==> config.mk <==
export PLATFORM = sky130hd
export DESIGN_NAME = v74x148_seq_flat
export DESIGN_NICKNAME = d
export VERILOG_FILES = /design/src/rtl/v74x148_seq_pkg.sv /design/src/rtl/v74x148_seq_if.sv /design/src/rtl/v74x148_prio.sv /design/src/rtl/v74x148_seq.sv /design/src/flat_wrapper.sv
export SDC_FILE = /design/constraint.sdc
export NUM_CORES = 1
export LEC_CHECK = 0
export ABC_AREA = 0
export CORE_MARGIN = 1.5
export CORE_UTILIZATION = 49
export CTS_CLUSTER_DIAMETER = 40
export DETAILED_ROUTE_END_ITERATION = 12
export PLACE_DENSITY = 0.83
export RECOVER_POWER = 25
export SLEW_MARGIN = 20
export SYNTH_ARGS = -nofsm -noshare
export SYNTH_HDL_FRONTEND = slang
export SYNTH_SLANG_ARGS = --single-unit
==> constraint.sdc <==
create_clock -name clk -period 2.85 [get_ports clk]
set_clock_uncertainty 0.05 [all_clocks]
set_input_delay 0.57 -clock clk [delete_from_list [all_inputs] [get_ports clk]]
set_output_delay 0.57 -clock clk [all_outputs]
set_load 0.03 [all_outputs]
==> src/rtl/v74x148_seq_pkg.sv <==
// rtl/v74x148_seq_pkg.sv - shared state encoding and default width for the sequential 74x148
package v74x148_seq_pkg;

  localparam int W_DEFAULT = 3;

  typedef enum logic {
    S_IDLE  = 1'b0,
    S_SERVE = 1'b1
  } state_t;

endpackage

==> src/rtl/v74x148_seq_if.sv <==
// rtl/v74x148_seq_if.sv - request/acknowledge bus of the sequential priority encoder
interface v74x148_seq_if #(
  parameter int W = 3
);
  localparam int N = 1 << W;

  logic         ei_l;
  logic [N-1:0] i_l;
  logic         ack;
  logic [W-1:0] a_l;
  logic         gs_l;
  logic         eo_l;
  logic [N-1:0] pend;

  modport master (
    output ei_l, i_l, ack,
    input  a_l, gs_l, eo_l, pend
  );

  modport slave (
    input  ei_l, i_l, ack,
    output a_l, gs_l, eo_l, pend
  );
endinterface

==> src/rtl/v74x148_prio.sv <==
// rtl/v74x148_prio.sv - combinational highest-set-bit encoder with any-bit flag
module v74x148_prio #(
  parameter int W = 3
) (
  input  logic [(1<<W)-1:0] x,
  output logic [W-1:0]      idx,
  output logic              any
);
  localparam int N = 1 << W;

  // Ascending scan so the last (highest) set bit wins.
  always_comb begin
    idx = '0;
    for (int i = 0; i < N; i++) begin
      if (x[i]) idx = W'(i);
    end
  end

  assign any = |x;
endmodule

==> src/rtl/v74x148_seq.sv <==
// rtl/v74x148_seq.sv - sticky-request 8-to-3 priority encoder holding each code until acknowledged
module v74x148_seq
  import v74x148_seq_pkg::*;
#(
  parameter int W = W_DEFAULT
) (
  input  logic              clk,
  input  logic              reset,
  v74x148_seq_if.slave      bus
);
  localparam int N = 1 << W;

  state_t       state;
  logic [W-1:0] code;
  logic [N-1:0] pend;

  logic [N-1:0] cap;
  logic [N-1:0] clr;
  logic [N-1:0] pend_nxt;
  logic [N-1:0] prio_in;
  logic [W-1:0] prio_idx;
  logic         prio_any;
  logic         ack_ok;

  assign ack_ok   = (state == S_SERVE) && bus.ack;
  assign cap      = bus.ei_l ? '0 : ~bus.i_l;
  assign clr      = ack_ok ? (N'(1) << code) : '0;
  // A bit acked and re-requested in the same cycle must survive, so capture is OR-ed after the clear.
  assign pend_nxt = (pend & ~clr) | cap;

  // IDLE looks only at already-registered bits; SERVE hands off on the post-ack vector.
  assign prio_in  = (state == S_SERVE) ? pend_nxt : pend;

  v74x148_prio #(.W(W)) u_prio (
    .x   (prio_in),
    .idx (prio_idx),
    .any (prio_any)
  );

  always_ff @(posedge clk) begin
    if (reset) begin
      pend  <= '0;
      state <= S_IDLE;
      code  <= '0;
    end else begin
      pend <= pend_nxt;
      case (state)
        S_IDLE: begin
          if (prio_any) begin
            state <= S_SERVE;
            code  <= prio_idx;
          end
        end
        S_SERVE: begin
          if (bus.ack) begin
            if (prio_any) begin
              code <= prio_idx;
            end else begin
              state <= S_IDLE;
            end
          end
        end
        default: state <= S_IDLE;
      endcase
    end
  end

  assign bus.a_l  = (state == S_SERVE) ? ~code : '1;
  assign bus.gs_l = (state != S_SERVE);
  assign bus.eo_l = ~(~reset & ~bus.ei_l & (pend == '0) & (&bus.i_l) & (state == S_IDLE));
  assign bus.pend = pend;
endmodule

==> src/flat_wrapper.sv <==
// flat-port wrapper written by rule: the top's interface ports become plain ports
module v74x148_seq_flat import v74x148_seq_pkg::*;
#(
  parameter int W = W_DEFAULT
)
  (clk, reset, bus_ei_l, bus_i_l, bus_ack, bus_a_l, bus_gs_l, bus_eo_l, bus_pend);
  v74x148_seq_if #(.W(W)) bus_i ();
  input  logic clk;
  input  logic reset;
  input wire logic [$bits(bus_i.ei_l)-1:0] bus_ei_l;
  input wire logic [$bits(bus_i.i_l)-1:0] bus_i_l;
  input wire logic [$bits(bus_i.ack)-1:0] bus_ack;
  output wire logic [$bits(bus_i.a_l)-1:0] bus_a_l;
  output wire logic [$bits(bus_i.gs_l)-1:0] bus_gs_l;
  output wire logic [$bits(bus_i.eo_l)-1:0] bus_eo_l;
  output wire logic [$bits(bus_i.pend)-1:0] bus_pend;
  assign bus_i.ei_l = bus_ei_l;
  assign bus_i.i_l = bus_i_l;
  assign bus_i.ack = bus_ack;
  assign bus_a_l = bus_i.a_l;
  assign bus_gs_l = bus_i.gs_l;
  assign bus_eo_l = bus_i.eo_l;
  assign bus_pend = bus_i.pend;
  v74x148_seq #(.W(W)) u_core (.clk(clk), .reset(reset), .bus(bus_i));
endmodule
Fig. 1: placement view
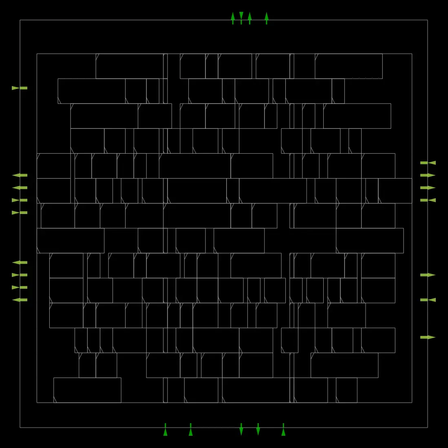
number of sequential storage elements: 12
fill count: 127
tap cell count: 16

==> results.txt <==
The run has ended; figures from its reports follow.

Per the detail_route report, vias per standard cell equal between 5 and 6. The overall via count from detail_route came out at about 860. In this run the worst hold path is classified as flop to flop. The all-layer global routing usage came out at 0.252.

Pins over their slew limit in the final report were tallied at 0. The remaining global-route overflow is 0. The placed cell area came out at 1100 sq um. The timing report gives the biggest stage delay along the critical path as ~0.5 ns. The clock-pin slew on the worst setup and hold paths is around 0.090 ns. The critical path in this run is classified as input pin to output pin. The count of instantiated cells in the yosys netlist came out at between 100 and 150. The worst register-to-register path ends at u_core.code[0]$_SDFFE_PP0P_. Per the timing report, the biggest fanout along the worst path comes to 3.

Per the power-grid run, VDD falls by no more than ~0.0003 V. Per the timing report, the most critical flop-to-flop path originates at u_core.code[0]$_SDFFE_PP0P_. The biggest area contributor in the post-synthesis netlist is dfxtp_1.

The power report attributes to the combinational group a share of 0.348. The count of cells resized by post-cts repair came out at 1. The post-cts hold buffer count came out at 0. The number of clock buffers inserted by TritonCTS came out at 3. The summed instance area of the synthesized netlist came out at between 800 and 900 sq um. Yosys reports a chip area of approximately 840 sq um. The slack of the worst reg-to-reg path is 0.77 ns. The post-synthesis cell count came out at 102.

The flip-flop and latch count after synthesis is 12. The share of total power in the clock network is 0.268. Once detailed placement completed, the half-perimeter wirelength came to approximately 1600 um. The placeable core region came out at around 1600 sq um. The number of placed instances, taps included, is 142. Looking at the post-CTS report, the setup buffer insertion count equals 0. The vertical die dimension is about 44 um. The worst hold path passes through 2 cells. The required arrival time at the worst endpoint came out at roughly 2.2 ns.

Yosys mapped a number of flops with a built-in enable equal to 0. The total wire length after detailed routing came out at about 2200 um. The layout overhead on the synthesized area came out at 33.5%. The fraction of final layout cells sized beyond drive strength 1 came out at 0.192. The number of endpoints with negative hold slack in the final report is 0.

The main area contributors are dfxtp_1 (28%), nor2_1 (5.8%), or2_2 (5.2%). The floorplan report gives the top-level pin count as 25. The maximum achievable frequency is between 300 and 400 MHz. The CTS tree is built. Among all flip-flop cells after synthesis, the most frequent one is dfxtp_1. CTS reports a maximum clock tree buffer depth of 2. The net count of the finished layout came out at 143. The cell leakage power came out at approximately 0.42 nW.

For reference, the top cells by count after synthesis are nor2_1 (13), dfxtp_1 (12), nand2_1 (11). After routing, the total negative slack on setup checks comes to 0 ns. For this design, the sink count on the clock tree is 12. The area occupied by registers came out at approximately 240 sq um. Setup violations remaining at the end of the flow were counted as 0.

The tightest hold path in the finished design has a slack of 0.509 ns. The antenna cell count is 0. The number of nets with antenna violations after detailed routing came out at 0.

Setup repair after global routing left no endpoint under its margin. The proportion of register bits with asynchronous set or reset after synthesis is 0. Timing analysis after detailed placement gives a worst setup slack of -0.0753 ns. In the post-route analysis, the smallest setup slack over all paths is 0.161 ns. The post-route clock period utilization came out at 0.944. The run finished with clean final reports. The internal power came out at approximately 0.35 mW. The average instance area after synthesis came out at 8.27 sq um. In this run the horizontal extent of the chip is between 40 and 50 um.

The post-route minimum period is 2.69 ns. The insertion delay to the later sink of the worst-skew pair came out at 0.29 ns. The top-area cell type share of the netlist area came out at 0.285.

The sequential area share after synthesis came out at 0.285. The number of distinct library cells after synthesis came out at 41. The final report gives the standard cell area, fillers excluded, as 1130 sq um. The number of rows created at floorplan is 14. The per-cell routed wire length came out at roughly 15 um.

Traced cell by cell, the critical path runs through clkdlybuf4s50_1 -> nand2_1 -> nor3_1 -> nand4_1 -> nor4_1 -> nand2_1 -> dlygate4sd2_1. The switching part of the total came out at 0.355. The floorplan net count is around 110.

Across all stage logs, warnings added up to 26. The worst setup path is launched from an input pin. The number of input and output port buffers inserted is 24. Once layout is complete, the utilization of the core stands at 0.722. The power dissipated by switching net loads came out at roughly 0.2 mW. The weighted congestion at the end of routability-driven global placement came out at between 0.9 and 1. For this run, the number of Yosys warnings is 0. The initial antenna violation count is 0.
Fig. 2: M2 wires
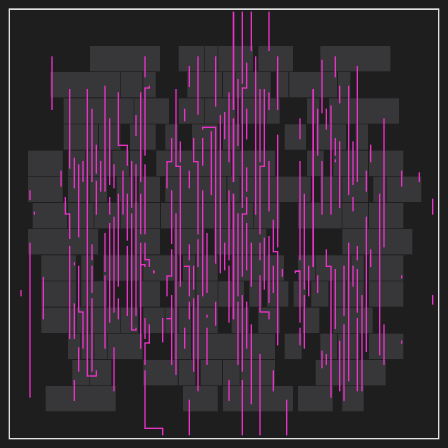
nets with wire on the layer: 122
wire length on this layer: 1,060 um
longest straight run: 29.8 um
share of all routed wire: 48%

## flip-flops by register name (all words and copies together), names as in the netlist
name,count
u_core.state,1
u_core.code,3
u_core.bus.pend,8
## cells by family (layout without fill, tap and decap cells)
group / Yosys count / count (layout) / share of synthesized area
AND-OR/OR-AND: 31 / 31 / 0.286
buffers and inverters: 6 / 34 / 0.0490
AND/OR/NAND/NOR: 49 / 49 / 0.331
multiplexers: 4 / 4 / 0.0490
flip-flops: 12 / 12 / 0.285
## layout by cell type, fill, tap and decap left out, drive strengths merged, types with 2 or more instances in the layout
cell type       n
nand2b          4
mux2i           3
a22o            2
a21oi           8
nor2b           2
a31oi           2
clkdlybuf4s50  22
clkbuf          4
nand2          11
o31ai           2
nor2           13
o21ai           6
nor4            3
or2             8
buf             5
dfxtp          12
nand3           3
a21boi          2
## area by class of cell
| type | instances | share of cell area |
|---|---|---|
| sequential | 12 | 0.213 |
| timing repair buffer | 29 | 0.246 |
| clock buffer | 4 | 0.0322 |
| inverter | 1 | 0.00333 |
| multi-input combinational | 84 | 0.488 |
| tap | 16 | 0.0178 |
## critical path, delay by kind of cell
family | cells | cell delay [ns]
buf+inv | 2 | 0.85
simple gates | 5 | 0.64
## routing by layer
layer | track usage | vias to the layer above | share of wire
li1 | - | 430 | -
met4 | 0.109 | 0 | 0.0096
met5 | 0 | - | 0
met3 | 0.0490 | 2 | 0.051
met2 | 0.429 | 24 | 0.48
met1 | 0.304 | 401 | 0.46
## power groups by stage
stage | Combinational [mW] | Clock [mW] | Sequential, mW
after floorplan | 0.126 | 0 | 0.214
after global placement | 0.188 | 0 | 0.215
after detailed placement | 0.191 | 0 | 0.216
after CTS | 0.192 | 0.149 | 0.212
after global routing | 0.205 | 0.154 | 0.214
final | 0.191 | 0.147 | 0.211
Power is estimated from default activity; no workload was simulated.
